==> config.mk <==
export PLATFORM = sky130hd
export DESIGN_NAME = mem_xlate_ctl
export DESIGN_NICKNAME = d
export VERILOG_FILES = /design/src/rtl/mem_xlate_ctl_pkg.sv /design/src/rtl/mem_xlate_ctl_lane_align.sv /design/src/rtl/mem_xlate_ctl.sv
export SDC_FILE = /design/constraint.sdc
export NUM_CORES = 1
export LEC_CHECK = 0
export CORE_ASPECT_RATIO = 0.75
export CORE_MARGIN = 3
export CORE_UTILIZATION = 45
export CTS_CLUSTER_DIAMETER = 60
export DETAILED_ROUTE_END_ITERATION = 8
export PLACE_DENSITY = 0.81
export SLEW_MARGIN = 0
export SYNTH_ARGS = -nofsm -noshare
export SYNTH_HDL_FRONTEND = slang
export SYNTH_SLANG_ARGS = --single-unit
==> constraint.sdc <==
create_clock -name clk -period 5.8 [get_ports clk]
set_input_delay 1.16 -clock clk [delete_from_list [all_inputs] [get_ports clk]]
set_output_delay 1.16 -clock clk [all_outputs]
set_load 0.1 [all_outputs]
==> src/rtl/mem_xlate_ctl_pkg.sv <==
// ============================================================================
// mem_xlate_ctl_pkg : shared encodings for the memory-access controller
// Rev 1.0
// ============================================================================
`default_nettype none

package mem_xlate_ctl_pkg;

  typedef enum logic [1:0] {
    ST_IDLE  = 2'd0,
    ST_XLATE = 2'd1,
    ST_BUS   = 2'd2,
    ST_RESP  = 2'd3
  } state_e;

  localparam logic [1:0] c_sz_byte = 2'd0;
  localparam logic [1:0] c_sz_half = 2'd1;
  localparam logic [1:0] c_sz_word = 2'd2;

  localparam logic [2:0] c_exc_none   = 3'd0;
  localparam logic [2:0] c_exc_adel   = 3'd1;
  localparam logic [2:0] c_exc_ades   = 3'd2;
  localparam logic [2:0] c_exc_tlbl   = 3'd3;
  localparam logic [2:0] c_exc_tlbs   = 3'd4;
  localparam logic [2:0] c_exc_mod    = 3'd5;
  localparam logic [2:0] c_exc_buserr = 3'd6;

  localparam logic [2:0]  c_seg_kseg0     = 3'b100;
  localparam logic [2:0]  c_seg_kseg1     = 3'b101;
  localparam logic [31:0] c_unmapped_mask = 32'h1FFF_FFFF;

  // Size 3 behaves as a word access.
  function automatic logic is_misaligned(input logic [1:0] size, input logic [1:0] addr_lo);
    case (size)
      c_sz_byte: return 1'b0;
      c_sz_half: return addr_lo[0];
      default:   return addr_lo != 2'b00;
    endcase
  endfunction

endpackage

`default_nettype wire

==> src/rtl/mem_xlate_ctl_lane_align.sv <==
// ============================================================================
// mem_lane_align : little-endian byte-lane enables, store replication, load extraction
// Rev 1.0
// ============================================================================
`default_nettype none

module mem_lane_align
  import mem_xlate_ctl_pkg::*;
(
  input  logic [1:0]  i_size,
  input  logic [1:0]  i_addr_lo,
  input  logic        i_signed,
  input  logic [31:0] i_wdata,
  input  logic [31:0] i_rdata,
  output logic [3:0]  o_be,
  output logic [31:0] o_wdata,
  output logic [31:0] o_rdata
);

  logic [31:0] w_shifted;
  logic [7:0]  w_byte;
  logic [15:0] w_half;

  always_comb begin
    w_shifted = i_rdata >> {i_addr_lo, 3'b000};
    w_byte    = w_shifted[7:0];
    w_half    = i_addr_lo[1] ? i_rdata[31:16] : i_rdata[15:0];
    o_be      = 4'b1111;
    o_wdata   = i_wdata;
    o_rdata   = i_rdata;
    case (i_size)
      c_sz_byte: begin
        o_be    = 4'b0001 << i_addr_lo;
        o_wdata = {4{i_wdata[7:0]}};
        o_rdata = {{24{i_signed & w_byte[7]}}, w_byte};
      end
      c_sz_half: begin
        o_be    = i_addr_lo[1] ? 4'b1100 : 4'b0011;
        o_wdata = {2{i_wdata[15:0]}};
        o_rdata = {{16{i_signed & w_half[15]}}, w_half};
      end
      default: ;
    endcase
  end

endmodule

`default_nettype wire

==> src/rtl/mem_xlate_ctl.sv <==
// ============================================================================
// mem_xlate_ctl : segment classify, MMU lookup and single bus transaction per request
// Rev 1.0
// ============================================================================
`default_nettype none

module mem_xlate_ctl
  import mem_xlate_ctl_pkg::*;
#(
  parameter int unsigned BUS_TIMEOUT = 255
) (
  input  logic        clk,
  input  logic        res,
  input  logic        req_valid,
  output logic        req_ready,
  input  logic        req_write,
  input  logic [1:0]  req_size,
  input  logic        req_signed,
  input  logic [31:0] req_vaddr,
  input  logic [31:0] req_wdata,
  input  logic        kernel_mode,
  output logic        resp_valid,
  output logic [31:0] resp_rdata,
  output logic [2:0]  resp_exc,
  output logic [31:0] resp_badvaddr,
  output logic        mmu_addrValid,
  output logic [31:0] mmu_vAddr,
  input  logic [31:0] mmu_pAddr,
  input  logic        mmu_tlbMiss,
  input  logic        mmu_tlbInvalid,
  input  logic        mmu_tlbModified,
  output logic        bus_req,
  output logic        bus_we,
  output logic [31:0] bus_addr,
  output logic [3:0]  bus_be,
  output logic [31:0] bus_wdata,
  input  logic        bus_ack,
  input  logic [31:0] bus_rdata
);

  localparam logic [15:0] c_bus_timeout = 16'(BUS_TIMEOUT);

  state_e      r_state, w_state_nxt;
  logic        r_write, r_signed;
  logic [1:0]  r_size;
  logic [31:0] r_vaddr, r_wdata, r_paddr, r_rdata;
  logic [2:0]  r_exc;
  logic [15:0] r_cnt;

  logic        w_accept, w_addr_err, w_unmapped, w_tlb_exc, w_timeout;
  logic [15:0] w_cnt_inc;
  logic [3:0]  w_be;
  logic [31:0] w_wdata_rep, w_rdata_ext;

  assign w_accept   = (r_state == ST_IDLE) && req_valid;
  assign w_addr_err = is_misaligned(req_size, req_vaddr[1:0]) || (!kernel_mode && req_vaddr[31]);
  assign w_unmapped = (req_vaddr[31:29] == c_seg_kseg0) || (req_vaddr[31:29] == c_seg_kseg1);
  assign w_tlb_exc  = mmu_tlbMiss || mmu_tlbInvalid || (r_write && mmu_tlbModified);
  assign w_cnt_inc  = (r_cnt == 16'hFFFF) ? r_cnt : r_cnt + 16'd1;
  assign w_timeout  = w_cnt_inc >= c_bus_timeout;

  always_ff @(posedge clk or posedge res) begin
    if (res) r_state <= ST_IDLE;
    else     r_state <= w_state_nxt;
  end

  always_comb begin
    w_state_nxt = r_state;
    case (r_state)
      ST_IDLE: begin
        if (req_valid) begin
          if (w_addr_err)      w_state_nxt = ST_RESP;
          else if (w_unmapped) w_state_nxt = ST_BUS;
          else                 w_state_nxt = ST_XLATE;
        end
      end
      ST_XLATE: w_state_nxt = w_tlb_exc ? ST_RESP : ST_BUS;
      ST_BUS:   if (bus_ack || w_timeout) w_state_nxt = ST_RESP;
      ST_RESP:  w_state_nxt = ST_IDLE;
      default:  w_state_nxt = ST_IDLE;
    endcase
  end

  always_ff @(posedge clk or posedge res) begin
    if (res) begin
      r_write  <= 1'b0;
      r_signed <= 1'b0;
      r_size   <= 2'd0;
      r_vaddr  <= 32'd0;
      r_wdata  <= 32'd0;
      r_paddr  <= 32'd0;
      r_rdata  <= 32'd0;
      r_exc    <= c_exc_none;
      r_cnt    <= 16'd0;
    end else begin
      if (w_accept) begin
        r_write  <= req_write;
        r_signed <= req_signed;
        r_size   <= req_size;
        r_vaddr  <= req_vaddr;
        r_wdata  <= req_wdata;
        r_paddr  <= req_vaddr & c_unmapped_mask;
        r_rdata  <= 32'd0;
        r_exc    <= w_addr_err ? (req_write ? c_exc_ades : c_exc_adel) : c_exc_none;
        r_cnt    <= 16'd0;
      end
      if (r_state == ST_XLATE) begin
        r_cnt <= 16'd0;
        if (mmu_tlbMiss || mmu_tlbInvalid) r_exc   <= r_write ? c_exc_tlbs : c_exc_tlbl;
        else if (r_write && mmu_tlbModified) r_exc <= c_exc_mod;
        else                                 r_paddr <= mmu_pAddr;
      end
      // Ack takes priority over a coincident timeout.
      if (r_state == ST_BUS) begin
        if (bus_ack)        r_rdata <= r_write ? 32'd0 : w_rdata_ext;
        else if (w_timeout) r_exc   <= c_exc_buserr;
        else                r_cnt   <= w_cnt_inc;
      end
    end
  end

  mem_lane_align u_lane_align (
    .i_size    (r_size),
    .i_addr_lo (r_paddr[1:0]),
    .i_signed  (r_signed),
    .i_wdata   (r_wdata),
    .i_rdata   (bus_rdata),
    .o_be      (w_be),
    .o_wdata   (w_wdata_rep),
    .o_rdata   (w_rdata_ext)
  );

  always_comb begin
    req_ready     = (r_state == ST_IDLE);
    resp_valid    = (r_state == ST_RESP);
    resp_rdata    = resp_valid ? r_rdata : 32'd0;
    resp_exc      = resp_valid ? r_exc : c_exc_none;
    resp_badvaddr = (resp_valid && r_exc != c_exc_none) ? r_vaddr : 32'd0;
    mmu_addrValid = (r_state == ST_XLATE);
    mmu_vAddr     = mmu_addrValid ? r_vaddr : 32'd0;
    bus_req       = (r_state == ST_BUS);
    bus_we        = bus_req && r_write;
    bus_addr      = bus_req ? {r_paddr[31:2], 2'b00} : 32'd0;
    bus_be        = bus_req ? w_be : 4'd0;
    bus_wdata     = bus_we ? w_wdata_rep : 32'd0;
  end

endmodule

`default_nettype wire

==> impl_metrics.toml <==
# generated from flow reports
[yosys]
common_cells = "295 x nand2_1, 153 x dfrtp_1, 105 x and2_1"
aoi_share_pct = 12.5
ys_chip_area_mm2 = 0.00829
synth-simple-area-share_pct = 33.3
ys_top_cells_by_area = "dfrtp_1 46%, nand2_1 13%, and2_1 7.9%, nor2_1 3.4%, nor2b_1 2.9%"
yosysUniqueCellTypes = 60
yosys.area_share.adder_pct = 0.754
synth.avg_cell_area_um2 = 8.22
synth_seq_share_pct = 46.2
synth.logic.top_family = "simple AND/OR/NAND/NOR gates"

[power]
power-top-group = "combinational logic"
switchingPower_mw = 4.65
seq_cell_power_mw = 1.96

[status]
outcome = "finished clean"

[die]
ios = 312
num_tap_cells = 242
die_y_um = 124
die_w_um = 163
core_area_mm2 = 0.0179

[detailed_routing]
routed.top_layer = "met4"

[critical_path]
path_buffers = 1
r2r-end = "r_paddr[1]"

[placed_design]
dp_hpwl_mm = 20.0
place_ws_ns = 1.65
dp.cells = 1501
io_buffer_count = 309

[job]
warnings = 31

[grt]
track_usage_pct = 27.6
grtUsageMet1_pct = 37.9

[sta]
fin_crit_sh_pct = 80.0
setup_violations = 0
setup_slack_ns = 1.16

[clock_tree]
htree_num_levels = 4
numCtsBuffers = 17
cts_resized = 0
cts_hold_buf = 0

[final_layout]
fillers = 1458
lay_top_cells = "299 x clkdlybuf4s50_1, 293 x nand2_1, 152 x dfrtp_1, 105 x and2_1, 74 x nor2_1"
final_layout_size_suffix_gt1_share_pct = 5.65
insertedDiodeCount = 1
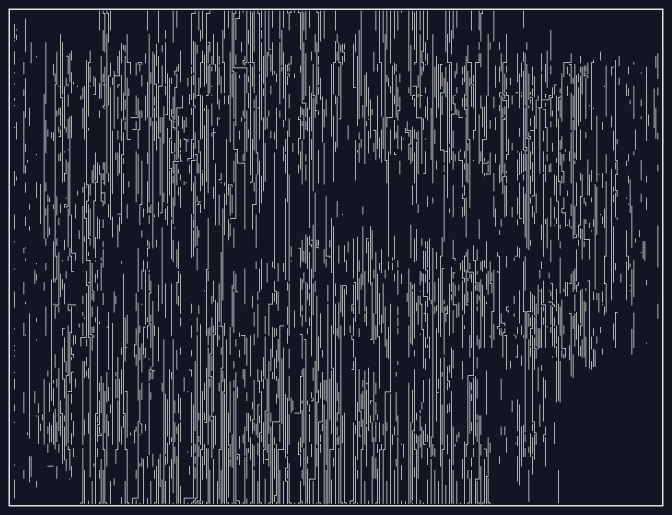
**Above:** the metal 2 layer.
- wire length on this layer: 12,800 um
- main direction: vertical

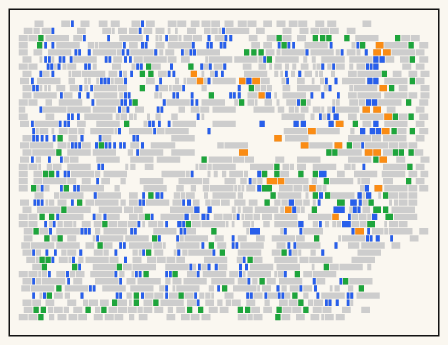
**Above:** gate-type map.
- AND and OR gates: green (cells 126; most used and2_1; where widely spread)
- AND-OR and OR-AND gates: orange (cells 29; most used a22o_1)
- NAND gates: blue (cells 335; most used nand2_1; where widely spread)
Commonest Layout Cell: clkdlybuf4s50_1
Comb/total area: 34.3%
Final Non-Filler Cells: 1,534

Power and IR drop assume default switching activity.
